Run 1, placement by cell class:
Scale bar: 10 um.
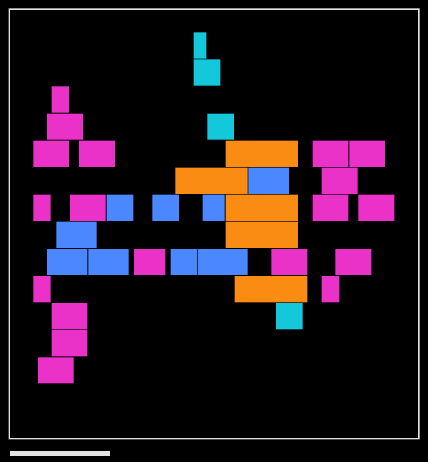
Run 1, supply network:
Pins as bars on the die edge. Tap cells in gray.
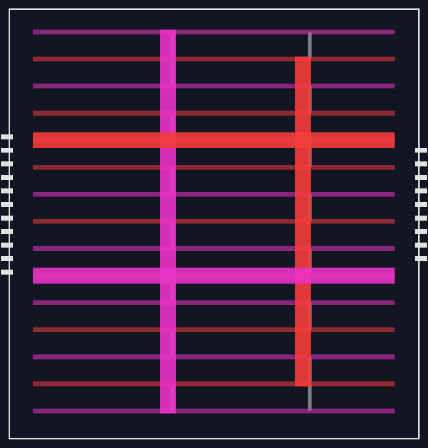
Run 1, routed clock nets over the placement:
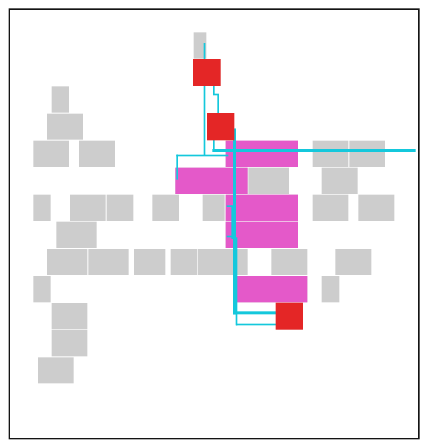
==> config.mk <==
export PLATFORM = sky130hd
export DESIGN_NAME = task2_12_mux2
export DESIGN_NICKNAME = d
export VERILOG_FILES = /design/src/rtl/task2_pkg.sv /design/src/rtl/task2_12_mux2_core.sv /design/src/rtl/task2_12_mux2.sv
export SDC_FILE = /design/constraint.sdc
export NUM_CORES = 1
export LEC_CHECK = 0
export ABC_CLOCK_PERIOD_IN_PS = 2300
export CORE_AREA = 2 2 39 41
export DETAILED_ROUTE_END_ITERATION = 8
export DIE_AREA = 0 0 41 43
export PLACE_DENSITY_LB_ADDON = 0.3
export SYNTH_ARGS = -nofsm -noshare
export SYNTH_HDL_FRONTEND = slang
export SYNTH_SLANG_ARGS = --single-unit
==> constraint.sdc <==
create_clock -name clk -period 2.3 [get_ports clk]
set_input_delay 0.69 -clock clk [delete_from_list [all_inputs] [get_ports clk]]
set_output_delay 0.69 -clock clk [all_outputs]
set_load 0.01 [all_outputs]
==> src/rtl/task2_pkg.sv <==
// task2_pkg: constants and types shared by the task2 datapath blocks.
//   TASK2_DATA_W     : default data word width (4 bits)
//   task2_word_t     : data word of TASK2_DATA_W bits
//   TASK2_SEL_CNT_W  : width of the optional select-transition counter
package task2_pkg;

  localparam int TASK2_DATA_W    = 4;
  localparam int TASK2_SEL_CNT_W = 8;

  typedef logic [TASK2_DATA_W-1:0] task2_word_t;

  // All-ones value of the select counter, used as its saturation limit.
  function automatic logic [TASK2_SEL_CNT_W-1:0] task2_sel_cnt_max();
    return {TASK2_SEL_CNT_W{1'b1}};
  endfunction

endpackage : task2_pkg

==> src/rtl/task2_12_mux2_core.sv <==
// task2_12_mux2_core: purely combinational WIDTH-bit 2:1 select.
// Ports:
//   d0 [WIDTH] : word routed to y when s = 0
//   d1 [WIDTH] : word routed to y when s = 1
//   s          : select bit
//   y  [WIDTH] : selected word, bit i taken from bit i of the chosen input
module task2_12_mux2_core
  import task2_pkg::*;
#(
  parameter int WIDTH = TASK2_DATA_W
) (
  input  logic [WIDTH-1:0] d0,
  input  logic [WIDTH-1:0] d1,
  input  logic             s,
  output logic [WIDTH-1:0] y
);

  // Per-bit select keeps the bit-for-bit routing explicit.
  for (genvar gi = 0; gi < WIDTH; gi++) begin : g_bit
    assign y[gi] = s ? d1[gi] : d0[gi];
  end

endmodule : task2_12_mux2_core

==> src/rtl/task2_12_mux2.sv <==
// task2_12_mux2: 2:1 word multiplexer with a combinational result and a
// registered copy of the result and the select bit.
// Optional feature: define TASK2_12_MUX2_SEL_CNT_EN to add the sel_cnt port,
// a saturating count of clock edges on which s differs from s_q.
// Ports:
//   clk            : single clock, state updates on rising edge
//   rst            : synchronous active-high reset
//   d0, d1 [WIDTH] : data words selected by s = 0 / s = 1
//   s              : select bit
//   y      [WIDTH] : combinational mux result (never reset)
//   y_q    [WIDTH] : registered mux result, RESET_VAL after reset
//   s_q            : registered s, aligned with y_q, 0 after reset
//   sel_cnt [8]    : (optional) saturating select-transition count
module task2_12_mux2
  import task2_pkg::*;
#(
  parameter int               WIDTH     = TASK2_DATA_W,
  parameter logic [WIDTH-1:0] RESET_VAL = '0
) (
  input  logic                       clk,
  input  logic                       rst,
  input  logic [WIDTH-1:0]           d0,
  input  logic [WIDTH-1:0]           d1,
  input  logic                       s,
  output logic [WIDTH-1:0]           y,
  output logic [WIDTH-1:0]           y_q,
`ifdef TASK2_12_MUX2_SEL_CNT_EN
  output logic [TASK2_SEL_CNT_W-1:0] sel_cnt,
`endif
  output logic                       s_q
);

  logic [WIDTH-1:0] y_d;
  logic             s_d;

  task2_12_mux2_core #(
    .WIDTH (WIDTH)
  ) u_core (
    .d0 (d0),
    .d1 (d1),
    .s  (s),
    .y  (y)
  );

  assign y_d = y;
  assign s_d = s;

  always_ff @(posedge clk) begin
    if (rst) begin
      y_q <= RESET_VAL;
      s_q <= 1'b0;
    end else begin
      y_q <= y_d;
      s_q <= s_d;
    end
  end

`ifdef TASK2_12_MUX2_SEL_CNT_EN
  logic [TASK2_SEL_CNT_W-1:0] sel_cnt_q;
  logic [TASK2_SEL_CNT_W-1:0] sel_cnt_d;

  // A transition is the incoming select differing from the one captured on
  // the previous edge; the count holds once it reaches all-ones.
  always_comb begin
    sel_cnt_d = sel_cnt_q;
    if ((s != s_q) && (sel_cnt_q != task2_sel_cnt_max())) begin
      sel_cnt_d = sel_cnt_q + 1'b1;
    end
  end

  always_ff @(posedge clk) begin
    if (rst) begin
      sel_cnt_q <= '0;
    end else begin
      sel_cnt_q <= sel_cnt_d;
    end
  end

  assign sel_cnt = sel_cnt_q;
`endif

endmodule : task2_12_mux2

==> run notes, run 1 <==
Figures from the implementation reports.

- The worst path needs roughly 2.2 ns of the cycle, external delays included.
- The transition time recorded at the tightest slew-check pin is 0.202 ns.
- The maximum number of pins on one net before global-route repair reads 6.
- Sequential cells were found to cover 53.3% of the synthesized design area.
- No sink is reached through more buffers than the 2 on the longest clock path.
- On the reported timing paths, the clock transition at the registers reads 0.04 ns.
- The area fraction in and, or, nand and nor cells reads a little under a quarter.
- Among the non-sequential cells, multiplexers take the most area.
- The chip area reads approximately 1800 sq um.
- Total power normalized to cell area comes to 616 nW/um^2.
- The CTS report gives the tree buffer count as 3.
- The cell internal power dissipation is just under 200 uW.
- The proportion of netlist area held by the largest area contributor is 53.3%.
- The total number of nets in the final design reads ~49.
- The cell count after synthesis reads 14.
- In the final layout, the share of cells above drive strength 1 is 32.4%.
- The depth of the CTS H-tree is 1.
- The global routing usage on met2 reads between 10% and 20%.
- The number of antenna repair diodes reads 0.
- The required time of the critical path is between 1.5 and 2 ns.
- The met3 usage reads under 10%.
- Summed over all nets, wire length on met3 after detailed routing comes to ~110 um.
- Walking the worst path, the cells encountered are clkdlybuf4s50_1 -> mux2_2 -> buf_2.
- Using the TritonRoute via totals, the vias-per-cell ratio works out to approximately 3.7.
- STA classifies the critical path startpoint as a primary input.
- The library cell with the largest summed area after synthesis is dfxtp_1.
- Per report_power, the Sequential row totals 94.0 uW.
- The reported combinational group power is between 50 and 60 uW.
- The net count after synthesis is 25.
- The global-route wire length before repair is approximately 800 um.
- The main power-consuming group reads clock.
- The largest stage delay on the critical path is about 0.4 ns.
- The number of instances in the placed design is 49.
- The run finished with clean final reports.
- The critical path class reads in2out.
- The final layout report lists a filler cell count of 150.
- The run reported a max-capacitance violation count of 0.
- For this run, the final setup violation count is recorded as 0.
- The number of different library cells in the post-synthesis netlist reads 5.
- The worst-case headroom to the max-slew limit reads about 86%.
- The library cell contributing the largest single delay on the critical path is clkdlybuf4s50_1.
- Setup repair after global routing left no endpoint under its margin.
- OpenROAD emitted warnings numbering 26.
- The net switching fraction of the power is 21.8%.
- For this design the static power due to leakage is between 0.00015 and 0.0002 uW.
- The combined buffer and inverter count along the critical path is 2.
- The CTS log lists the clock sinks for this run as 5.
- The class of the tightest hold or removal check reads in2reg.
- The mapped cell area reads around 190 sq um.
- The number of antenna violations at the first check in global routing is 0.
Notes on 'placement by cell class' above:
cyan -> clock drivers and dummy loads  # cells 4, share of their area 6.9%
magenta -> remaining buffers and delay cells  # cells 19, share of their area 44%
orange -> registers  # cells 5, share of their area 26%
blue -> remaining logic cells  # cells 9, share of their area 23%
placeable core region: 1380 sq um
Row Count: 14
sequential portion of the cell area: 24.8%
Final Util: 29.1%
Post-Layout Inst Area: 403 sq um

Notes on 'supply network' above:
red -> VDD
magenta -> VSS
signal pins = 20
met4 straps = 2
Chip Height: 43 um
Peak supply drop: 0.115 mV
horizontal die dimension: 41 um

Notes on 'routed clock nets over the placement' above:
cyan -> clock wires  # length 89.0 um
red -> clock-net drivers  # count 3
magenta -> flip-flops  # count 5
routed clock nets = 4

run 1: worst max-delay path by stage:
stage                     start   end  slack [ns]  cells after the start
after CTS                 d0[1]  y[1]      0.0009                      3
after global placement        s  y[3]       -0.49                      3
after floorplan               s  y[3]        0.58                      1
after detailed placement      s  y[3]       -0.52                      3
after global routing      d1[0]  y[0]        0.05                      3
final                     d1[0]  y[0]         0.1                      3
run 1: cell usage after synthesis:
| master | n |
|---|---|
| nor2b_1 | 1 |
| dfxtp_1 | 5 |
| nor2b_4 | 1 |
| mux2_2 | 4 |
| and2b_1 | 3 |
run 1: cell usage in the layout (no fill, tap or decap):
cell,n
mux2_2,4
clkbuf_4,3
dfxtp_1,5
nor2b_4,1
nor2b_1,1
dlygate4sd2_1,1
clkbuf_1,1
buf_2,3
clkbuf_2,1
and2b_1,3
clkdlybuf4s50_1,14
run 1: logic make-up after synthesis:
| logic type | Yosys count |
|---|---|
| muxes | 4 |
| and+or+nand+nor | 5 |
| DFF | 5 |
run 1: sequential cells by signal, indices dropped and copies added (netlist names):
| signal | cells |
|---|---|
| y_q | 4 |
| s_q | 1 |
run 1: what timing repair did:
| item | CTS | global route |
|---|---|---|
| resized | 14 | 2 |
| setup endpoints to repair | 4 | 2 |
| endpoints found under the hold margin | 0 | 0 |
run 1: layout make-up:
type	instances	area, sq um	area share [%]
flip-flops and latches	5	100	24.8
repair buffers	19	169	41.9
clock buffers	4	26.3	6.52
multi-input cells	9	87.6	21.7
well taps	16	20.0	4.97
run 1: metrics by stage:
step           total power (uW)  hold slack (ns)  instance area [sq um]  TNS [ns]
2_1_floorplan               114            0.754                    188         0
3_3_place_gp                155             1.36                    398     -1.95
3_5_place_dp                156             1.36                    398     -2.04
4_1_cts                     258            0.931                    414         0
5_1_grt                     268            0.937                    403         0
6_report                    248            0.936                    403         0
==> inputs of run 2 (changes only) <==
--- a/config.mk
+++ b/config.mk
@@ -9,6 +9,7 @@
 export CORE_AREA = 2 2 39 41
 export DETAILED_ROUTE_END_ITERATION = 8
 export DIE_AREA = 0 0 41 43
+export MAX_ROUTING_LAYER = met4
 export PLACE_DENSITY_LB_ADDON = 0.3
 export SYNTH_ARGS = -nofsm -noshare
 export SYNTH_HDL_FRONTEND = slang
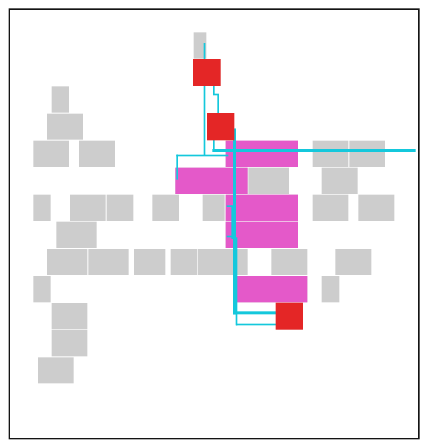
Run 2: routed clock nets over the placement
Clock power frac: 40.4%
power consumed by the clock network: 100 uW

==> run 2 against run 1 <==
  * Via count is the same
  * Critical path depth is the same
  * Sequential share of layout area is the same
  * Sequential power is essentially flat
  * First-iteration DRC count is the same
  * Highest routed layer unchanged
  * Power is the same
  * Design area is the same
==> run notes, run 2 <==
Figures from the implementation reports.

- Looking at area per cell type in the netlist, the leader is dfxtp_1.
- In the final layout, the registers with the most flip-flops are y_q: 4 flops, s_q: 1 flops.
- The number of antenna repair diodes was 0 (unchanged).
- The most instantiated logic cell after routing is clkdlybuf4s50_1.
- The share of layout cells above drive strength 1 was 32.4% (unchanged).
- In the synthesized netlist, the cells that appear most often are dfxtp_1 (5), mux2_2 (4), and2b_1 (3).
- The total number of clock tree sinks is 5 (unchanged).
- The portion of the post-synthesis area used by sequential elements reads 53.3% (unchanged).
- The mapped cell area is 188 sq um (unchanged).
- The utilization of the core after routing came to 29.1% (unchanged).
- The total negative setup slack is 0 ns (unchanged).
- The number of filler cells placed in the layout reads 150 (unchanged).
- The static leakage power is 0.000172 uW (unchanged).
- By instance count after routing, the leading logic cell types are clkdlybuf4s50_1 (14), dfxtp_1 (5), mux2_2 (4).
- The first element of the critical path is d1[0].
- Setup repair after global routing left no endpoint under its margin.
- The total cell area at the placement stage reads 398 sq um (unchanged).
- The critical path class is in2out.
- The final design instance area without fill reads 403 sq um (unchanged).
- The maximum root-to-sink buffer count is 2 (unchanged).
- The number of flops mapped to enable cells by yosys reads 0 (unchanged).
- The class of the tightest hold or removal check reads in2reg.
- The number of different library cells in the post-synthesis netlist reads 5 (unchanged).
- The total number of nets in the final design reads 49 (unchanged).
- The overall die width came to 41 um (unchanged).
- The worst supply voltage drop on vdd is 0.115 mV (unchanged).
- The y dimension of the die was 43 um (unchanged).
- The met3 wire length is 110 um (unchanged).
- The flip-flop cell with the highest count after synthesis reads dfxtp_1.
- The proportion of netlist area held by the largest area contributor reads 53.3% (unchanged).
- The net count after synthesis reads 25 (unchanged).
- The worst-case headroom to the max-slew limit is 86.5% (unchanged).
- The flow ran to the end, and the final reports show no timing, DRC or antenna violations.
- The number of antenna violations at the first check in global routing is 0 (unchanged).
- The actual transition at the worst max-transition pin was 0.202 ns (unchanged).
- The cell count after synthesis came to 14 (unchanged).
- The critical path startpoint category is a primary input.
- The area of the core region reads 1380 sq um (unchanged).
- The final number of setup-violating endpoints is 0 (unchanged).
[run 2: report_power, final]
group          total (uW)  switching, uW  internal (uW)
Sequential           94.0           1.34           92.7
Clock                 100           34.8           65.5
Combinational        53.8           17.9           35.9
[run 2: cell type report]
class                      instances  area [sq um]  share of cell area (%)
multi-input combinational          9          87.6                    21.7
tap                               16          20.0                    4.97
timing repair buffer              19           169                    41.9
clock buffer                       4          26.3                    6.52
sequential                         5           100                    24.8
[run 2: through the flow]
step | total power, uW | cells
final | 248 | 53
after global routing | 268 | 53
after CTS | 258 | 53
after detailed placement | 156 | 49
after global placement | 155 | 49
after floorplan | 114 | 14
[run 2: timing repair]
action | in CTS | in global routing
hold endpoints to repair | 0 | 0
setup endpoints to repair | 4 | 2
pin swaps | 0 | 0
resized | 14 | 2
[run 2: cell families after synthesis]
kind of cell     Yosys count
DFF                        5
muxes                      4
and+or+nand+nor            5
[run 2: final timing paths]
check	depth (start not counted)	to	slack [ns]
worst max-delay path	3	y[0]	0.1
worst min-delay path	2	s_q	0.94
[run 2: layer usage]
| metal | global-route usage (%) | vias up |
|---|---|---|
| met5 | - | - |
| met4 | 8.00 | 0 |
| met3 | 5.24 | 2 |
| met2 | 10.3 | 22 |
| met1 | 7.07 | 78 |
| li1 | - | 92 |
[run 2: worst max-delay path, cell delays in order]
cell             delay, ns
clkdlybuf4s50_1       0.40
mux2_2                0.28
buf_2                 0.14
==> inputs of run 3 (changes only) <==
--- a/config.mk
+++ b/config.mk
@@ -7,6 +7,7 @@
 export LEC_CHECK = 0
 export ABC_CLOCK_PERIOD_IN_PS = 2300
 export CORE_AREA = 2 2 39 41
+export CTS_BUF_LIST = sky130_fd_sc_hd__clkbuf_16
 export DETAILED_ROUTE_END_ITERATION = 8
 export DIE_AREA = 0 0 41 43
 export MAX_ROUTING_LAYER = met4
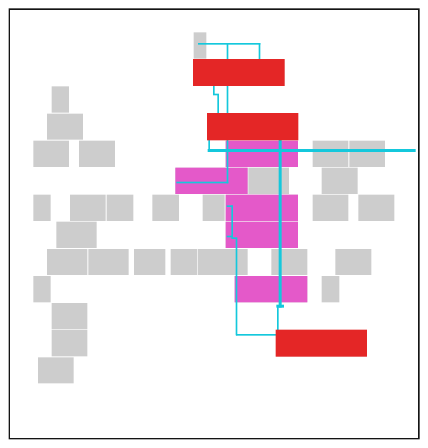
Run 3: routed clock nets over the placement
Clock power frac: 65.4%
power consumed by the clock network: 280 uW

==> run 3 against run 2 <==
  * Global-route usage increased by 0.10 points
  * Sequential share of layout area decreased by 2.9 points
  * Area after synthesis unchanged
  * Fmax unchanged
  * Worst hold slack improved by 0.017 ns
  * Worst setup slack unchanged
  * Final cell count unchanged
  * Via count decreased by 0.52%
  * Die size unchanged
  * Sequential power about the same
  * Count of clock-buffer cells in the layout decreased by 1
  * Critical path type unchanged
  * Highest routed layer unchanged
==> run notes, run 3 <==
Figures from the implementation reports.

- The share of total power in sequential cells is 22.0% (-16 points).
- The number of flops mapped to enable cells by yosys is 0 (unchanged).
- The number of antenna repair diodes reads 0 (unchanged).
- The net switching fraction of the power came to 17.3% (-4.5 points).
- The total cell area at the placement stage was 398 sq um (unchanged).
- The most instantiated logic cell after routing is clkdlybuf4s50_1.
- In the layout the commonest cells are clkdlybuf4s50_1 (14), dfxtp_1 (5), mux2_2 (4).
- The largest stage delay on the critical path is 0.40 ns (about the same).
- The portion of the post-synthesis area used by sequential elements reads 53.3% (unchanged).
- The cell count after synthesis came to 14 (unchanged).
- The class of the tightest hold or removal check reads in2reg.
- Per the post-route antenna check, the number of violating nets is 0.
- The total net switching power reads 74.1 uW (+37%).
- The worst setup path is launched from a primary input.
- Relative to the synthesized area, the layout overhead comes to 143%.
- Setup repair after global routing left no endpoint under its margin.
- The proportion of netlist area held by the largest area contributor is 53.3% (unchanged).
- The worst-case headroom to the max-slew limit was 86.5% (unchanged).
- The maximum root-to-sink buffer count reads 2 (unchanged).
- The net count after synthesis reads 25 (unchanged).
- The hold violation count in the final report is 0.
- The library cell with the largest summed area after synthesis is dfxtp_1.
- The area of the core region reads 1380 sq um (unchanged).
- The total number of nets in the final design reads 49 (unchanged).
- The library cell contributing the largest single delay on the critical path is clkdlybuf4s50_1.
- Ranked by instance count, the synthesized netlist is headed by dfxtp_1 (5), mux2_2 (4), and2b_1 (3).
- The actual transition at the worst max-transition pin is 0.202 ns (unchanged).
- The total negative setup slack is 0 ns (unchanged).
- The total number of clock tree sinks was 5 (unchanged).
- The wire length per cell is between 10 and 15 um.
- The y dimension of the die reads 43 um (unchanged).
- The first-pass iteration count of the detailed router is 2.
- The share of layout cells above drive strength 1 was 32.4% (unchanged).
- The mapped cell area is 188 sq um (unchanged).
- The static leakage power is 0.000200 uW (+16%).
- The combinational cell fraction of total power reads 12.6% (-9.1 points).
- The flip-flop cell with the highest count after synthesis reads dfxtp_1.
- The cell internal power dissipation is 354 uW (+82%).
- The most common cell in the netlist reads dfxtp_1.
- The worst supply voltage drop on vdd is 0.213 mV (+84%).
- The critical path class is in2out.
- The run finished with clean final reports.
- The arrival time at the worst endpoint is 1.51 ns.
- The overall die width is 41 um (unchanged).
- The pre-placement core utilization is between 10% and 20%.
- The number of antenna violations at the first check in global routing is 0 (unchanged).
[run 3: power by group through the flow]
stage	clock network, uW	logic [uW]	registers (uW)
5_1_grt	294	57.8	94.6
3_3_place_gp	0	60.2	95.3
6_report	280	53.8	94.3
4_1_cts	287	56.8	94.4
2_1_floorplan	0	15.5	98.5
3_5_place_dp	0	60.8	95.6
[run 3: area by class of cell]
cell class	instances	area, sq um
clock buffer	3	75.1
clock inverter	1	3.75
fill	144	928
multi-input combinational	9	87.6
sequential	5	100
tap	16	20.0
timing repair buffer	19	169
[run 3: cells by family after synthesis]
group | Yosys count | share of synthesized area [%]
muxes | 4 | 24.0
and+or+nand+nor | 5 | 22.7
DFF | 5 | 53.3
[run 3: metrics by stage]
stage | std cells | hold WS (ns) | setup WS [ns]
final | 53 | 0.954 | 0.0964
after global routing | 53 | 0.968 | 0.0534
after CTS | 53 | 0.956 | 0.000922
after detailed placement | 49 | 1.36 | -0.517
after global placement | 49 | 1.36 | -0.495
after floorplan | 14 | 0.754 | 0.576
[run 3: final timing paths]
kind / from / endpoint / slack, ns / depth (start not counted)
worst max-delay path: d1[0] / y[0] / 0.1 / 3
worst min-delay path: s / s_q / 0.95 / 2
[run 3: repair_timing]
item / CTS / global route
gates resized: 14 / 2
setup buffers: 0 / 0
pin swaps: 0 / 0
setup endpoints to repair: 4 / 2
gates cloned: 0 / 0
[run 3: layer usage]
metal | global-route usage (%) | routed length [um]
met4 | 8.00 | 18
met1 | 7.40 | 203
met5 | - | 0
met2 | 10.3 | 235
met3 | 5.24 | 106
Power figures rest on the tool's default switching activity, not on a simulated workload.
